<file path="src/rtl/sdbp_frame_reader_if.sv">
// Frame RAM read port between the SDBP frame reader (master) and the frame RAM (slave).
// rd_data must be valid exactly one clk after rd_en_o is sampled high.
interface sdbp_frame_reader_if #(
    parameter int ADDR_W = 10,
    parameter int WORD_W = 16
) ();

    logic              rd_en_o;
    logic [ADDR_W-1:0] rd_addr_o;
    logic [WORD_W-1:0] rd_data;

    modport master (
        output rd_en_o,
        output rd_addr_o,
        input  rd_data
    );

    modport slave (
        input  rd_en_o,
        input  rd_addr_o,
        output rd_data
    );

endinterface

</file>
<file path="src/rtl/sdbp_frame_reader.sv">
// SDBP frame reader: on each sdbp_flag rising edge, fetches NUM_LEDS grey words from the frame RAM,
// shifts them MSB-first to the MiniLED driver chain on sdo_o/sclk_o, then pulses le_o to latch.
module sdbp_frame_reader #(
    parameter int NUM_LEDS  = 360,
    parameter int WORD_W    = 16,
    parameter int ADDR_W    = 10,
    parameter int LE_CYCLES = 4
) (
    input  logic                clk,
    input  logic                rst_n,
    input  logic                sdbp_flag,
    sdbp_frame_reader_if.master ram,
    output logic                sdo_o,
    output logic                sclk_o,
    output logic                le_o,
    output logic                busy_o,
    output logic                frame_done_o,
    output logic                overrun_o
);

    localparam int BIT_W = (WORD_W > 1) ? $clog2(WORD_W) : 1;
    localparam int LE_W  = (LE_CYCLES > 1) ? $clog2(LE_CYCLES + 1) : 1;
    localparam logic [ADDR_W-1:0] LAST_ADDR = ADDR_W'(NUM_LEDS - 1);
    localparam logic [BIT_W-1:0]  LAST_BIT  = BIT_W'(WORD_W - 1);
    localparam logic [LE_W-1:0]   LE_LAST   = LE_W'(LE_CYCLES - 1);

    typedef enum logic [2:0] {
        IDLE,
        FETCH,
        LOAD,
        SHIFT,
        LATCH,
        DONE
    } state_e;

    state_e            state_q;
    logic              flag_q;
    logic [ADDR_W-1:0] word_idx_q;
    logic [WORD_W-1:0] shreg_q;
    logic [BIT_W-1:0]  bit_cnt_q;
    logic              phase_q;
    logic [LE_W-1:0]   le_cnt_q;

    logic rd_en_q;
    logic sdo_q;
    logic sclk_q;
    logic le_q;
    logic busy_q;
    logic done_q;
    logic overrun_q;

    logic start;

    assign start = sdbp_flag & ~flag_q;

    assign ram.rd_en_o   = rd_en_q;
    assign ram.rd_addr_o = word_idx_q;
    assign sdo_o         = sdo_q;
    assign sclk_o        = sclk_q;
    assign le_o          = le_q;
    assign busy_o        = busy_q;
    assign frame_done_o  = done_q;
    assign overrun_o     = overrun_q;

    // NOTE: every register here is updated with <= so all state moves together on the clock
    // edge; blocking assignments would let later statements see half-updated state.
    always_ff @(posedge clk or negedge rst_n) begin
        if (!rst_n) begin
            state_q    <= IDLE;
            flag_q     <= 1'b0;
            word_idx_q <= '0;
            shreg_q    <= '0;
            bit_cnt_q  <= '0;
            phase_q    <= 1'b0;
            le_cnt_q   <= '0;
            rd_en_q    <= 1'b0;
            sdo_q      <= 1'b0;
            sclk_q     <= 1'b0;
            le_q       <= 1'b0;
            busy_q     <= 1'b0;
            done_q     <= 1'b0;
            overrun_q  <= 1'b0;
        end else begin
            flag_q <= sdbp_flag;

            // A request that arrives in any non-idle state (DONE included) is dropped but remembered.
            if (start && (state_q != IDLE)) begin
                overrun_q <= 1'b1;
            end

            case (state_q)
                IDLE: begin
                    if (start) begin
                        state_q    <= FETCH;
                        busy_q     <= 1'b1;
                        word_idx_q <= '0;
                        rd_en_q    <= 1'b1;
                    end
                end

                FETCH: begin
                    rd_en_q <= 1'b0;
                    state_q <= LOAD;
                end

                LOAD: begin
                    shreg_q   <= ram.rd_data;
                    bit_cnt_q <= LAST_BIT;
                    phase_q   <= 1'b0;
                    sdo_q     <= ram.rd_data[WORD_W-1];
                    sclk_q    <= 1'b0;
                    state_q   <= SHIFT;
                end

                SHIFT: begin
                    if (!phase_q) begin
                        sclk_q  <= 1'b1;
                        phase_q <= 1'b1;
                    end else begin
                        shreg_q <= {shreg_q[WORD_W-2:0], 1'b0};
                        sclk_q  <= 1'b0;
                        phase_q <= 1'b0;
                        if (bit_cnt_q == '0) begin
                            sdo_q <= 1'b0;
                            if (word_idx_q == LAST_ADDR) begin
                                state_q  <= LATCH;
                                le_q     <= 1'b1;
                                le_cnt_q <= '0;
                            end else begin
                                word_idx_q <= word_idx_q + ADDR_W'(1);
                                rd_en_q    <= 1'b1;
                                state_q    <= FETCH;
                            end
                        end else begin
                            bit_cnt_q <= bit_cnt_q - BIT_W'(1);
                            sdo_q     <= shreg_q[WORD_W-2];
                        end
                    end
                end

                LATCH: begin
                    if (le_cnt_q == LE_LAST) begin
                        le_q    <= 1'b0;
                        done_q  <= 1'b1;
                        state_q <= DONE;
                    end else begin
                        le_cnt_q <= le_cnt_q + LE_W'(1);
                    end
                end

                DONE: begin
                    done_q  <= 1'b0;
                    busy_q  <= 1'b0;
                    state_q <= IDLE;
                end

                default: begin
                    state_q <= IDLE;
                end
            endcase
        end
    end

endmodule

</file>
<file path="src/flat_wrapper.sv">
// flat-port wrapper written by rule: the top's interface ports become plain ports
module sdbp_frame_reader_flat 
#(
    parameter int NUM_LEDS  = 360,
    parameter int WORD_W    = 16,
    parameter int ADDR_W    = 10,
    parameter int LE_CYCLES = 4
)
  (clk, rst_n, sdbp_flag, sdo_o, sclk_o, le_o, busy_o, frame_done_o, overrun_o, ram_rd_en_o, ram_rd_addr_o, ram_rd_data);
  sdbp_frame_reader_if #(.ADDR_W(ADDR_W), .WORD_W(WORD_W)) ram_i ();
  input  logic clk;
  input  logic rst_n;
  input  logic sdbp_flag;
  output logic sdo_o;
  output logic sclk_o;
  output logic le_o;
  output logic busy_o;
  output logic frame_done_o;
  output logic overrun_o;
  output wire logic [$bits(ram_i.rd_en_o)-1:0] ram_rd_en_o;
  output wire logic [$bits(ram_i.rd_addr_o)-1:0] ram_rd_addr_o;
  input wire logic [$bits(ram_i.rd_data)-1:0] ram_rd_data;
  assign ram_rd_en_o = ram_i.rd_en_o;
  assign ram_rd_addr_o = ram_i.rd_addr_o;
  assign ram_i.rd_data = ram_rd_data;
  sdbp_frame_reader #(.NUM_LEDS(NUM_LEDS), .WORD_W(WORD_W), .ADDR_W(ADDR_W), .LE_CYCLES(LE_CYCLES)) u_core (.clk(clk), .rst_n(rst_n), .sdbp_flag(sdbp_flag), .ram(ram_i), .sdo_o(sdo_o), .sclk_o(sclk_o), .le_o(le_o), .busy_o(busy_o), .frame_done_o(frame_done_o), .overrun_o(overrun_o));
endmodule
</file>
<file path="config.mk">
export PLATFORM = sky130hd
export DESIGN_NAME = sdbp_frame_reader_flat
export DESIGN_NICKNAME = d
export VERILOG_FILES = /design/src/rtl/sdbp_frame_reader_if.sv /design/src/rtl/sdbp_frame_reader.sv /design/src/flat_wrapper.sv
export SDC_FILE = /design/constraint.sdc
export NUM_CORES = 1
export LEC_CHECK = 0
export ABC_CLOCK_PERIOD_IN_PS = 1900
export CORE_ASPECT_RATIO = 1.25
export CORE_MARGIN = 4
export CORE_UTILIZATION = 48
export DETAILED_ROUTE_END_ITERATION = 8
export PLACE_DENSITY = 0.77
export SETUP_SLACK_MARGIN = 0.15
export SYNTH_ARGS = -nofsm -noshare
export SYNTH_HDL_FRONTEND = slang
export SYNTH_SLANG_ARGS = --single-unit
</file>
<file path="constraint.sdc">
create_clock -name clk -period 1.9 [get_ports clk]
set_input_delay 0.57 -clock clk [delete_from_list [all_inputs] [get_ports clk]]
set_output_delay 0.57 -clock clk [all_outputs]
set_load 0.05 [all_outputs]
</file>
### Signal wires by layer, run 1

Only two layers are drawn.
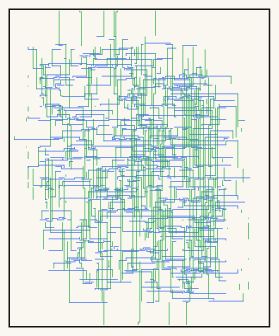
M2: shown in green, wire length 2570 um. M1: shown in blue, wire length 2170 um.
WL/cell: 15.1 um
routed vias: 1921
final WL: 5110 um
Tot GR Track Use: 17.4%

### Close-up of the layout, run 1

Window x 0 to 40, y 43 to 83 um. Cells in gray, sequential cells in the stronger gray; small squares are vias.
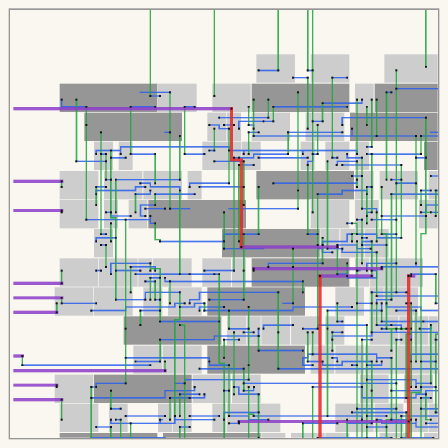
M4: shown in red. M2: shown in green. M3: shown in purple. M1: shown in blue.
Netlist names of flops here include `u_core.shreg_q` (11). Most frequent: clkdlybuf4s50_1 (13), nand2_1 (12), dfrtp_1 (12). 89 logic cells have their middle in the window. Sequential cells in the window: 13.

### Sequential cells colored by netlist name, run 1

The bar under the picture is 20 um long.
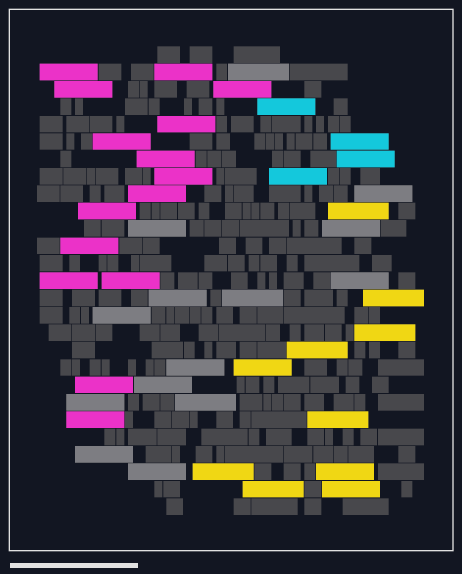
`u_core.ram.rd_addr_o`: shown in yellow, placed flops 10. `u_core.bit_cnt_q`: shown in cyan, placed flops 4, where north-east. `u_core.shreg_q`: shown in magenta, placed flops 15.
Another 14 sequential cells are not colored.
FF/Latch Area: 1090 um2
sequential power: 0.934 mW
Layout Utilization: 68.8%

### Clock routing, run 1

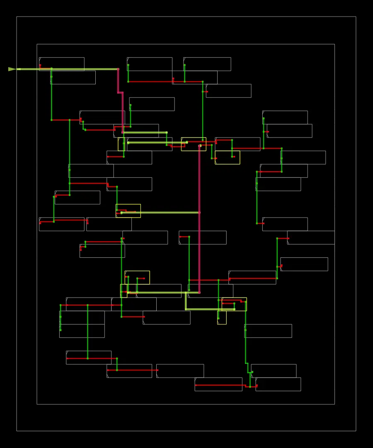
Clock buffer cells: 7
clk pwr: 0.562 mW
flip-flops: 43
# clock sinks: 43

run 1: registers in the layout, summed over array words and instances (netlist names):
register              count
u_core.ram.rd_en_o        1
u_core.le_cnt_q           3
u_core.overrun_o          1
u_core.bit_cnt_q          4
u_core.ram.rd_addr_o     10
u_core.phase_q            1
u_core.busy_o             1
u_core.state_q            3
u_core.sdo_o              1
u_core.frame_done_o       1
u_core.le_o               1
u_core.flag_q             1
u_core.shreg_q           15
run 1: critical path, stage by stage (launching register included):
cell	delay (ps)
dfrtp_1	390
inv_2	90
ha_4	150
nor4b_4	230
buf_4	170
o221ai_4	140
or3_4	370
a21oi_2	130
run 1: power by group:
group	internal [mW]	switching, mW	leakage, nW
Combinational	0.0465	0.0344	0.794
Clock	0.258	0.304	0.0422
Sequential	0.926	0.00818	0.522
run 1: synth_stat cells (2+ instances only):
library cell / number / share of area [%]
or3b_2: 3 / 1.2
nor2b_1: 3 / 0.84
nand3_1: 5 / 1.1
mux2i_1: 14 / 6.2
nor4b_2: 2 / 1.3
nor2_1: 5 / 0.84
nor3b_1: 3 / 1.0
dfrtp_1: 43 / 48
nand3b_1: 2 / 0.67
a21oi_1: 16 / 3.6
nand4_1: 2 / 0.56
nand2_1: 24 / 4.0
o22ai_1: 5 / 1.4
inv_1: 11 / 1.8
buf_2: 6 / 1.3
a21o_1: 2 / 0.67
o31ai_1: 6 / 2.0
clkbuf_1: 4 / 0.67
o21ai_0: 26 / 5.8
buf_6: 3 / 1.5
nand2b_1: 2 / 0.56
or3_1: 7 / 1.9
nor3_1: 2 / 0.45
ha_1: 4 / 2.2
or4_1: 3 / 1.0
a31oi_1: 2 / 0.56
run 1: cell families (layout without fill, tap and decap cells):
logic type	count (synthesis)	in the layout	synth area share, %
simple gates	70	70	18.8
compound gates	69	69	18.6
flops	43	43	47.9
buf+inv	24	79	5.34
mux	15	15	6.74
fa+ha+maj	4	4	2.23
xor+xnor	1	1	0.390
run 1: through the flow:
step / util, % / setup TNS [ps] / power (mW)
after floorplan: - / 0 / 0.966
after global placement: 63.0 / -2310 / 1.03
after detailed placement: 63.0 / -2640 / 1.04
after CTS: 67.2 / 0 / 1.59
after global routing: 68.8 / 0 / 1.64
final: 68.8 / 0 / 1.58
run 1: final timing paths:
kind                                           from                 endpoint  slack (ps)  cells after the start
max in group asynchronous                     rst_n        u_core.state_q[2]        1440                      2
worst max-delay path            u_core.bit_cnt_q[1]  u_core.ram.rd_addr_o[2]         150                      7
worst max register to register  u_core.bit_cnt_q[1]  u_core.ram.rd_addr_o[2]         150                      7
min in group clk                 u_core.shreg_q[13]       u_core.shreg_q[13]         490                      2
worst min-delay path                          rst_n            u_core.flag_q         240                      2
worst min register to register   u_core.shreg_q[13]       u_core.shreg_q[13]         490                      2
run 1: what timing repair did:
action,CTS,global route
pin swaps,11,8
setup buffers,6,3
setup endpoints to repair,12,14
cloned,0,0
gates resized,12,15
run 1: final cells by class:
cell class,instances,area [um2]
clock buffers,7,76.3
fillers,351,1390
repair buffers,60,606
clock inverters,1,5.00
well taps,58,72.6
inverters,11,41.3
flip-flops and latches,43,1090
multi-input cells,159,1180
==> results.toml, run 1 <==
# implementation run metrics
[finish]
drive_above_1_share_pct = 30.6
mostFrequentLayoutCells = "33 x dfrtp_1, 32 x buf_4, 26 x o21ai_0"
design_area_um2 = 3070
final_nets = 303
instances_no_fill = 339
n_antenna_cell = 0

[place]
portBuffers = 35

[global_route]
antenna_found_initial = 0
grt_busiest_layer = "met2"

[hold_path]
hold_path.class = "input pin to async pin"

[synth]
yosys_cells = 226
edf_count = 0
ys_types = 47
ff_type = "dfrtp_1"
ys_seq_share_pct = 47.9
numSynthFlops = 43

[floorplanning]
die_y_um = 84.5
die_w_um = 69.2
dieArea_um2 = 5850
core-area_um2 = 4460

[detailed_routing]
top_layer = "met4"
drc = 0
viasPerCell = 5.67
route.met2.wl_um = 2570

[timing]
rsz0062_at_grt = "true"
min_period_ps = 1750
setup_viol = 0
hold_ws_ps = 243
slew_headroom_pct = 74.1

[setup_path]
worstPathArrival_ps = 1970
endpoint_kind = "flip-flop"
cp.required_ps = 2120

[cts]
clk_root_buffer_cell = "clkbuf_8"
htree_levels = 2
path_clk_slew_ps = 80

[power]
leakagePower_nw = 1.36

[status]
status = "finished, final reports clean"

[job]
tool_warnings = 29
maxCapViolCount = 0
### Nets reached from selected ports, run 1

The bar under the picture is 20 um long.
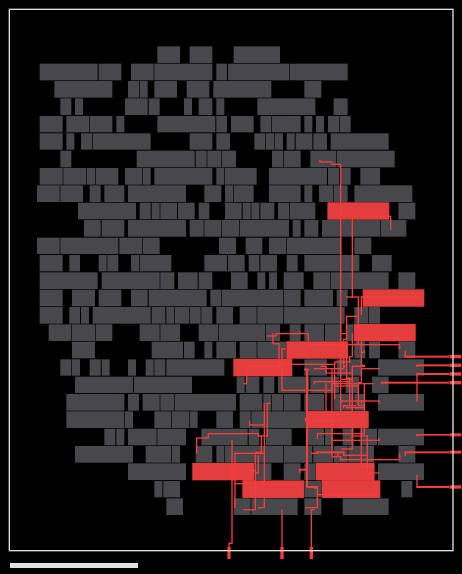

## Run 2: what changed since run 1
CORE_UTILIZATION = 53   (was 48)
PLACE_DENSITY = 0.83   (was 0.77)
REMOVE_ABC_BUFFERS = 1   (was unset)
### Nets reached from selected ports, run 2

The bar under the picture is 20 um long.
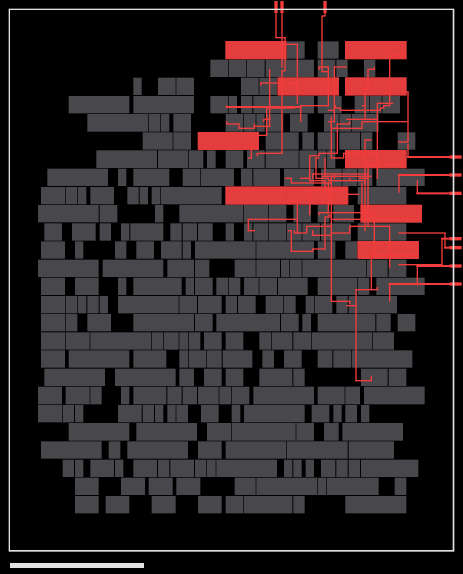
`ram_rd_addr_o`: shown in red, bits 10, direction output, edge 7 east, 3 north, end cells 10, buffers 12, wire 533 um.

### Signal wires by layer, run 2

Only two layers are drawn.
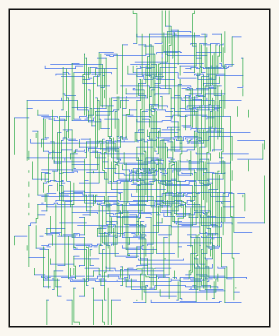
M1: shown in blue, wire length 2350 um. M2: shown in green, wire length 2980 um.
Tot GR Track Use: 21.5%
routed vias: 1954
WL/cell: 16.7 um

### Close-up of the layout, run 2

Window x 0 to 40, y 41 to 81 um. Cells in gray, sequential cells in the stronger gray; small squares are vias.
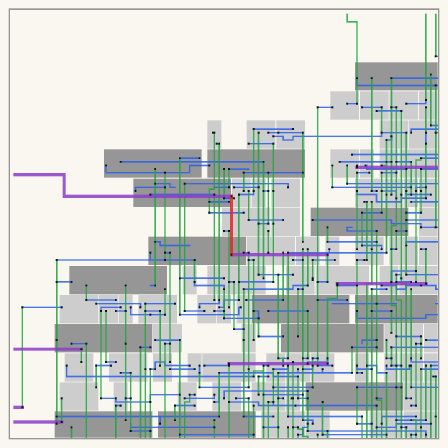
M1: shown in blue. M2: shown in green. M4: shown in red. M3: shown in purple.
Most frequent: dfrtp_1 (13), buf_4 (12), nand2_1 (7). Netlist names of flops here include `u_core.shreg_q` (4), `u_core.le_cnt_q` (3), `u_core.ram.rd_addr_o` (3). 76 logic cells have their middle in the window. Sequential cells in the window: 14.

==> run 2 against run 1 <==
Critical path depth is the same. Sequential share of layout area fell by 0.65 points. Worst hold slack worse by 11 ps. Final cell count up 0.29%. Sequential cell count unchanged. Wire length grew 11%. Design area up 1.1%. Global-route usage is 4.1 points higher. Combinational power fell by 3.2%. Area after synthesis unchanged. Clock skew increased by 4.1 ps. Die area decreased by 8.5%. Largest cell class unchanged.
==> results.toml, run 2 <==
# implementation run metrics
[synth]
synth_top_area_share_pct = 47.9
synthMostInstantiatedCell = "dfrtp_1"
edf_count = 0
numSynthFlops = 43
synthTopCellsByArea = "dfrtp_1 48%, mux2i_1 6.2%, o21ai_0 5.8%"
ys_seq_share_pct = 47.9
common_cells = "43 x dfrtp_1, 26 x o21ai_0, 24 x nand2_1, 16 x a21oi_1, 14 x mux2i_1"
ff_type = "dfrtp_1"

[floorplanning]
die_y_um = 80.8
die_w_um = 66.2
core-area_um2 = 4100

[finish]
drive_above_1_share_pct = 29.9
nFillCells = 288
largest_reg_flops = 15
final_nets = 306
instances_no_fill = 340

[power]
leakagePower_nw = 1.39

[global_route]
antenna_found_initial = 0

[status]
status = "finished, final reports clean"

[timing]
setup_viol = 0
min_period_ps = 1830
rsz0062_at_grt = "true"
hold_ws_ps = 231
slew_headroom_pct = 66.8

[setup_path]
cp.required_ps = 2070
r2r-start = "u_core.bit_cnt_q[0]"
reg2reg_to = "u_core.ram.rd_addr_o[9]"
endpoint_kind = "flip-flop"
cp-endpoint = "u_core.ram.rd_addr_o[9]"
startpoint = "u_core.bit_cnt_q[0]"
ff2ff_setup_slack_ps = 70

[place]
portBuffers = 35

[job]
tool_warnings = 27

[cts]
path_clk_slew_ps = 80
htree_levels = 2
cts.sinks = 43

[hold_path]
hold_path.class = "input pin to async pin"

[detailed_routing]
drc = 0
run 2: cell counts after synthesis:
Identical to the previous run, type by type.
run 2: routing by layer:
layer  track usage [%]  part of all wire [%]  vias up  wire length [um]
li1                  -                     -      939                 -
met1              25.7                    41      953              2350
met2              38.1                    53       54              2980
met3              4.29                   4.7        8               267
met4              7.32                   1.3        0                76
met5                 0                     0        -                 0
run 2: logic make-up after synthesis:
family / count (synthesis) / synth area share (%)
simple gates: 70 / 18.8
xor+xnor: 1 / 0.390
buf+inv: 24 / 5.34
fa+ha+maj: 4 / 2.23
mux: 15 / 6.74
flops: 43 / 47.9
compound gates: 69 / 18.6
run 2: what timing repair did:
action	in CTS	in global routing
resized	17	18
buffers inserted	8	4
setup endpoints to repair	14	14
pin swaps	7	5
run 2: how the worst min path moves through the flow:
stage                        from                      end  slack [ps]  cells after the start
2_1_floorplan               rst_n      u_core.bit_cnt_q[0]         270                      0
3_3_place_gp   u_core.le_cnt_q[0]       u_core.le_cnt_q[0]         460                      1
3_5_place_dp   u_core.le_cnt_q[0]       u_core.le_cnt_q[0]         470                      1
4_1_cts                     rst_n  u_core.ram.rd_addr_o[4]         250                      1
5_1_grt                     rst_n  u_core.ram.rd_addr_o[4]         260                      1
6_report                    rst_n      u_core.bit_cnt_q[2]         230                      1
run 2: area by class of cell:
class | count | area (um2) | area share, %
clock buffers | 8 | 100 | 3.23
well taps | 56 | 70.1 | 2.26
multi-input cells | 159 | 1200 | 38.6
flip-flops and latches | 43 | 1080 | 34.8
inverters | 11 | 41.3 | 1.33
repair buffers | 63 | 612 | 19.7
run 2: through the flow:
| stage | setup slack (ps) | util (%) | instance area, um2 |
|---|---|---|---|
| global placement | -255 | 67.4 | 2760 |
| floorplan | -332 | - | 2170 |
| CTS | 128 | 73.2 | 3000 |
| global route | 17.9 | 75.6 | 3100 |
| detailed placement | -356 | 67.4 | 2760 |
| finish | 71.0 | 75.6 | 3100 |
run 2: worst max-delay path: stages (launching register included):
cell     delay, ps
dfrtp_1        400
inv_2           90
ha_4           150
nor4b_4        290
o22ai_2        160
buf_4          170
o31ai_1        350
a21oi_2        100
run 2: report_power, final:
group / switching, mW / leakage (nW) / internal, mW
clock: 0.303 / 0.0515 / 0.332
sequential: 0.00820 / 0.532 / 0.926
combinational: 0.0347 / 0.803 / 0.0436
Power is estimated from default activity; no workload was simulated.
